congestion.png
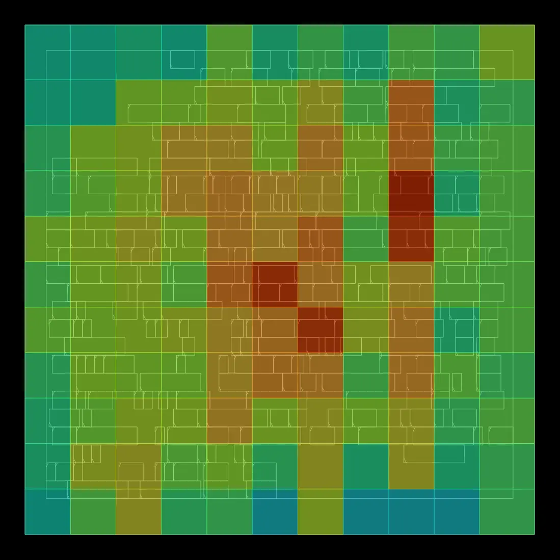
sizes.png
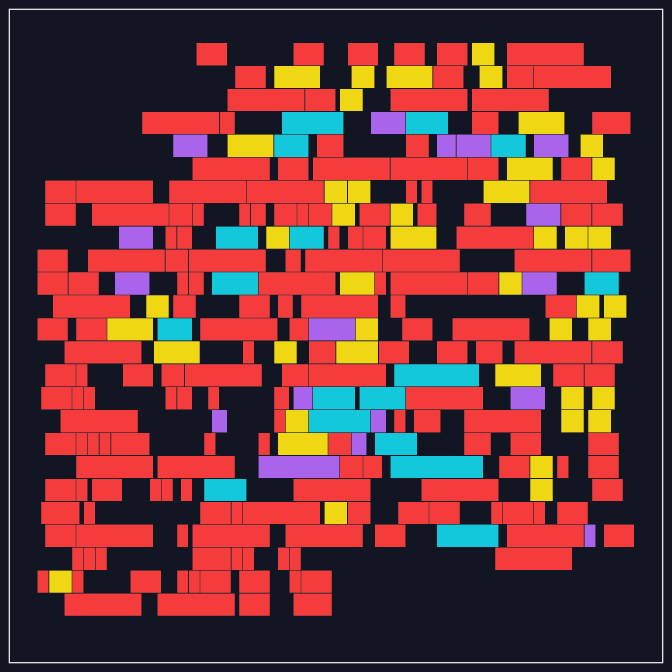
wires.png
Only two layers are drawn.
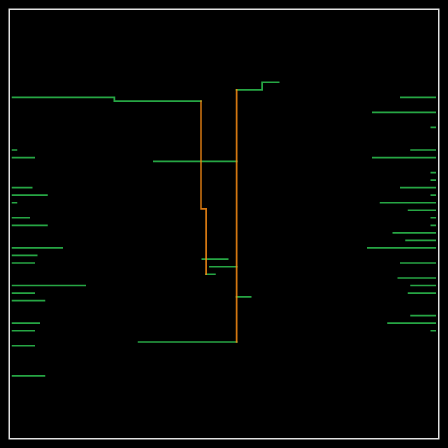
flops_by_reg.png
Scale bar: 20 um.
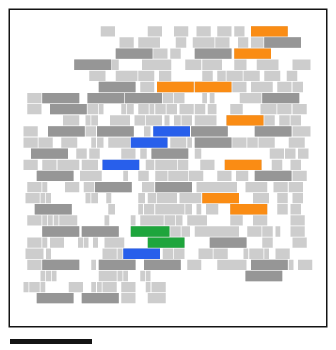
logic_types.png
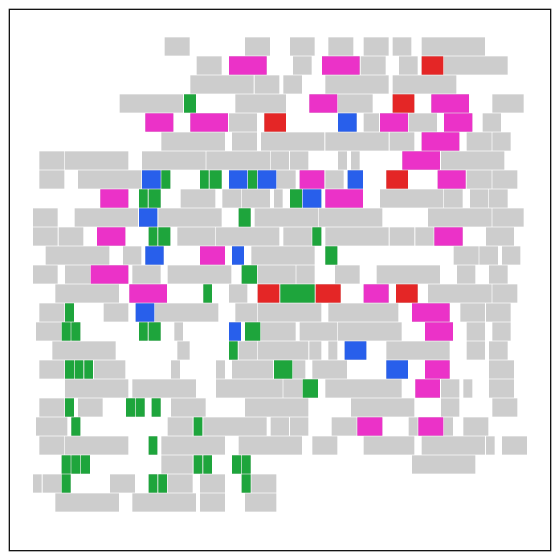
--- src/rtl/div8_pkg.sv ---
// Shared types and sizing for the 8-bit sequential restoring divider.
package div8_pkg;
    typedef enum logic [1:0] {IDLE, RUN, DONE} div8_state_e;

    localparam int DIV8_W     = 8;
    localparam int DIV8_ITER  = 8;
    localparam int DIV8_CNT_W = 4;
endpackage

--- src/rtl/div8_seq.sv ---
// Sequential 8-bit unsigned restoring divider driving an external ripple subtractor.
// Optional divide-by-zero short-cut enabled by defining DIV8_DIVZERO_EN.
module div8_seq
    import div8_pkg::*;
#(
    parameter int WIDTH = DIV8_W
) (
    input  logic             clk,
    input  logic             rst,
    input  logic             start,
    input  logic [WIDTH-1:0] dividend,
    input  logic [WIDTH-1:0] divisor,
    output logic [WIDTH-1:0] sub_a,
    output logic [WIDTH-1:0] sub_b,
    input  logic [WIDTH-1:0] sub_diff,
    input  logic             sub_cout,
    output logic             busy,
    output logic             done,
    output logic [WIDTH-1:0] quotient,
    output logic [WIDTH-1:0] remainder,
    output logic             dz_err
);

    div8_state_e           state, state_nx;
    logic [WIDTH-1:0]      d, q, r;
    logic [WIDTH-1:0]      q_nx, r_nx;
    logic [DIV8_CNT_W-1:0] cnt;
    logic [WIDTH:0]        trial;
    logic                  ok, accept, last, dz_hit;

    // Trial remainder: shift the next dividend bit into R; bit WIDTH forces success.
    assign trial  = {r, q[WIDTH-1]};
    assign sub_a  = trial[WIDTH-1:0];
    assign sub_b  = d;
    assign ok     = trial[WIDTH] | sub_cout;
    assign r_nx   = ok ? sub_diff : trial[WIDTH-1:0];
    assign q_nx   = {q[WIDTH-2:0], ok};

    assign accept = start && ((state == IDLE) || (state == DONE));
    assign last   = (state == RUN) && (cnt == DIV8_CNT_W'(DIV8_ITER - 1));
    assign busy   = (state == RUN);
    assign done   = (state == DONE);

`ifdef DIV8_DIVZERO_EN
    logic dz_q;

    assign dz_hit = (divisor == '0);
    assign dz_err = dz_q;

    always_ff @(posedge clk or posedge rst) begin
        if (rst) begin
            dz_q <= 1'b0;
        end else if (accept) begin
            dz_q <= dz_hit;
        end
    end
`else
    assign dz_hit = 1'b0;
    assign dz_err = 1'b0;
`endif

    always_comb begin
        state_nx = state;
        case (state)
            IDLE:    if (start) state_nx = dz_hit ? DONE : RUN;
            RUN:     if (last)  state_nx = DONE;
            DONE:    state_nx = start ? (dz_hit ? DONE : RUN) : IDLE;
            default: state_nx = IDLE;
        endcase
    end

    always_ff @(posedge clk or posedge rst) begin
        if (rst) begin
            state     <= IDLE;
            d         <= '0;
            q         <= '0;
            r         <= '0;
            cnt       <= '0;
            quotient  <= '0;
            remainder <= '0;
        end else begin
            state <= state_nx;
            if (accept) begin
                d   <= divisor;
                q   <= dividend;
                r   <= '0;
                cnt <= '0;
                // Zero divisor only reaches here with the short-cut enabled.
                if (dz_hit) begin
                    quotient  <= '1;
                    remainder <= dividend;
                end
            end else if (state == RUN) begin
                q   <= q_nx;
                r   <= r_nx;
                cnt <= cnt + 1'b1;
                if (last) begin
                    quotient  <= q_nx;
                    remainder <= r_nx;
                end
            end
        end
    end

endmodule
--- config.mk ---
export PLATFORM = sky130hd
export DESIGN_NAME = div8_seq
export DESIGN_NICKNAME = d
export VERILOG_FILES = /design/src/rtl/div8_pkg.sv /design/src/rtl/div8_seq.sv
export SDC_FILE = /design/constraint.sdc
export NUM_CORES = 1
export LEC_CHECK = 0
export CORE_MARGIN = 3
export CORE_UTILIZATION = 40
export CTS_CLUSTER_SIZE = 8
export DETAILED_ROUTE_END_ITERATION = 8
export GPL_TIMING_DRIVEN = 0
export HOLD_SLACK_MARGIN = 0.15
export PLACE_DENSITY = 0.72
export SLEW_MARGIN = 20
export SYNTH_ARGS = -nofsm -noshare
export SYNTH_HDL_FRONTEND = slang
export SYNTH_SLANG_ARGS = --single-unit
export TNS_END_PERCENT = 20
--- constraint.sdc ---
create_clock -name clk -period 1.56 [get_ports clk]
set_input_delay 0.312 -clock clk [delete_from_list [all_inputs] [get_ports clk]]
set_output_delay 0.312 -clock clk [all_outputs]
set_load 0.01 [all_outputs]
==> job_summary.md <==
### Flow metrics

| Metric | Value |
|---|---|
| Vias | `1568` |
| Vias in the first global route | `1558` |
| Setup slack, reg-to-reg | `-50 ps` |
| Logic pwr share | `49.9%` |
| Die width | `77.3 um` |
| Largest net degree at the start of global routing | `35` |
| Biggest Area Class | `flip-flops and latches` |
| Initial DRC count | `46` |
| Failing checks | `negative setup slack` |
| # setup viols final | `13` |
| Worst setup margin | `-48.5 ps` |
| Hold Fails Final Rpt | `0` |
| Critical Path Start Type | `flip-flop` |
| Status | `finished, violations left` |
| Comb area | `766 um2` |
| Top cell area share | `56.6%` |
| Worst r2r dst | `quotient[3]$_DFFE_PP0P_` |
| FMAX | `622 MHz` |
| First-pass GRT wire length | `7.60 mm` |
| Synth Register Bits | `46` |
| Power Total | `6080 uW` |
| Dpl cell area | `2750 um2` |
| Cell with the most instances after synthesis | `dfrtp_1` |
| Max Used Layer | `met4` |
| Slew @ Worst Pin | `515 ps` |
| N_diodes | `0` |
| Layout cell share with drive strength beyond 1 | `30.0%` |
| Placed Instances | `301` |
| Root buf cell | `clkbuf_8` |
| P_clk | `877 uW` |
| RSZ-0062 raised after global routing | `true` |
| Post-synth top area cell | `dfrtp_1` |
| Clk Latency, worst-skew pair | `300 ps` |
| DP Worst Slack | `-419 ps` |
| Main area contributors | `dfrtp_1, mux2_2, nand2_1` |
| Resized cells post-CTS | `20` |
| Fill cells | `412` |
| Adder Share, Synth | `0.615%` |
| Logic power comb | `3040 uW` |
| Crit Reg-Reg Startpoint | `cnt[1]$_DFFE_PP0P_` |
| Max_slew headroom | `65.7%` |
| Fraction of area in multi-input gates | `24.8%` |
Back to the opening pictures, congestion.png:
GRT busiest layer: met2
GRT Overall Usage: 16.3%

Back to the opening pictures, sizes.png:
legend:
  cyan:
    size: _6 and larger
    cells: 17
    share: 6.5%
    most_used: clkbuf_8
  red:
    size: _0 and _1 cells
    cells: 182
    share: 70%
  yellow:
    size: _3 and _4 cells
    cells: 44
    share: 17%
    most_used: buf_4
  purple:
    size: _2 cells
    cells: 17
    share: 6.5%
    most_used: mux2_2
Area growth syn-to-layout: 52.0%
final instance area: 3090 um2
worst setup margin: -48.5 ps
Buffers excl. clock: 98

Back to the opening pictures, wires.png:
legend:
  green:
    layer: metal 3
    wire_length: 291 um
  orange:
    layer: metal 4
    wire_length: 77.8 um

Back to the opening pictures, flops_by_reg.png:
legend:
  blue:
    name_in_the_netlist: cnt
    placed_flops: 4
    where: centre
  orange:
    name_in_the_netlist: r
    placed_flops: 8
  green:
    name_in_the_netlist: state
    placed_flops: 2
not coloured: 32

Back to the opening pictures, logic_types.png:
legend:
  magenta:
    family: multiplexers
    cells: 26
    most_used: mux2_4
  green:
    family: NAND gates
    cells: 46
    most_used: nand2_1
  blue:
    family: inverting AOI/OAI gates
    cells: 13
    most_used: a22oi_1
  red:
    family: AND-OR and OR-AND gates
    cells: 7
    most_used: a22o_1

Power and IR drop assume default switching activity.
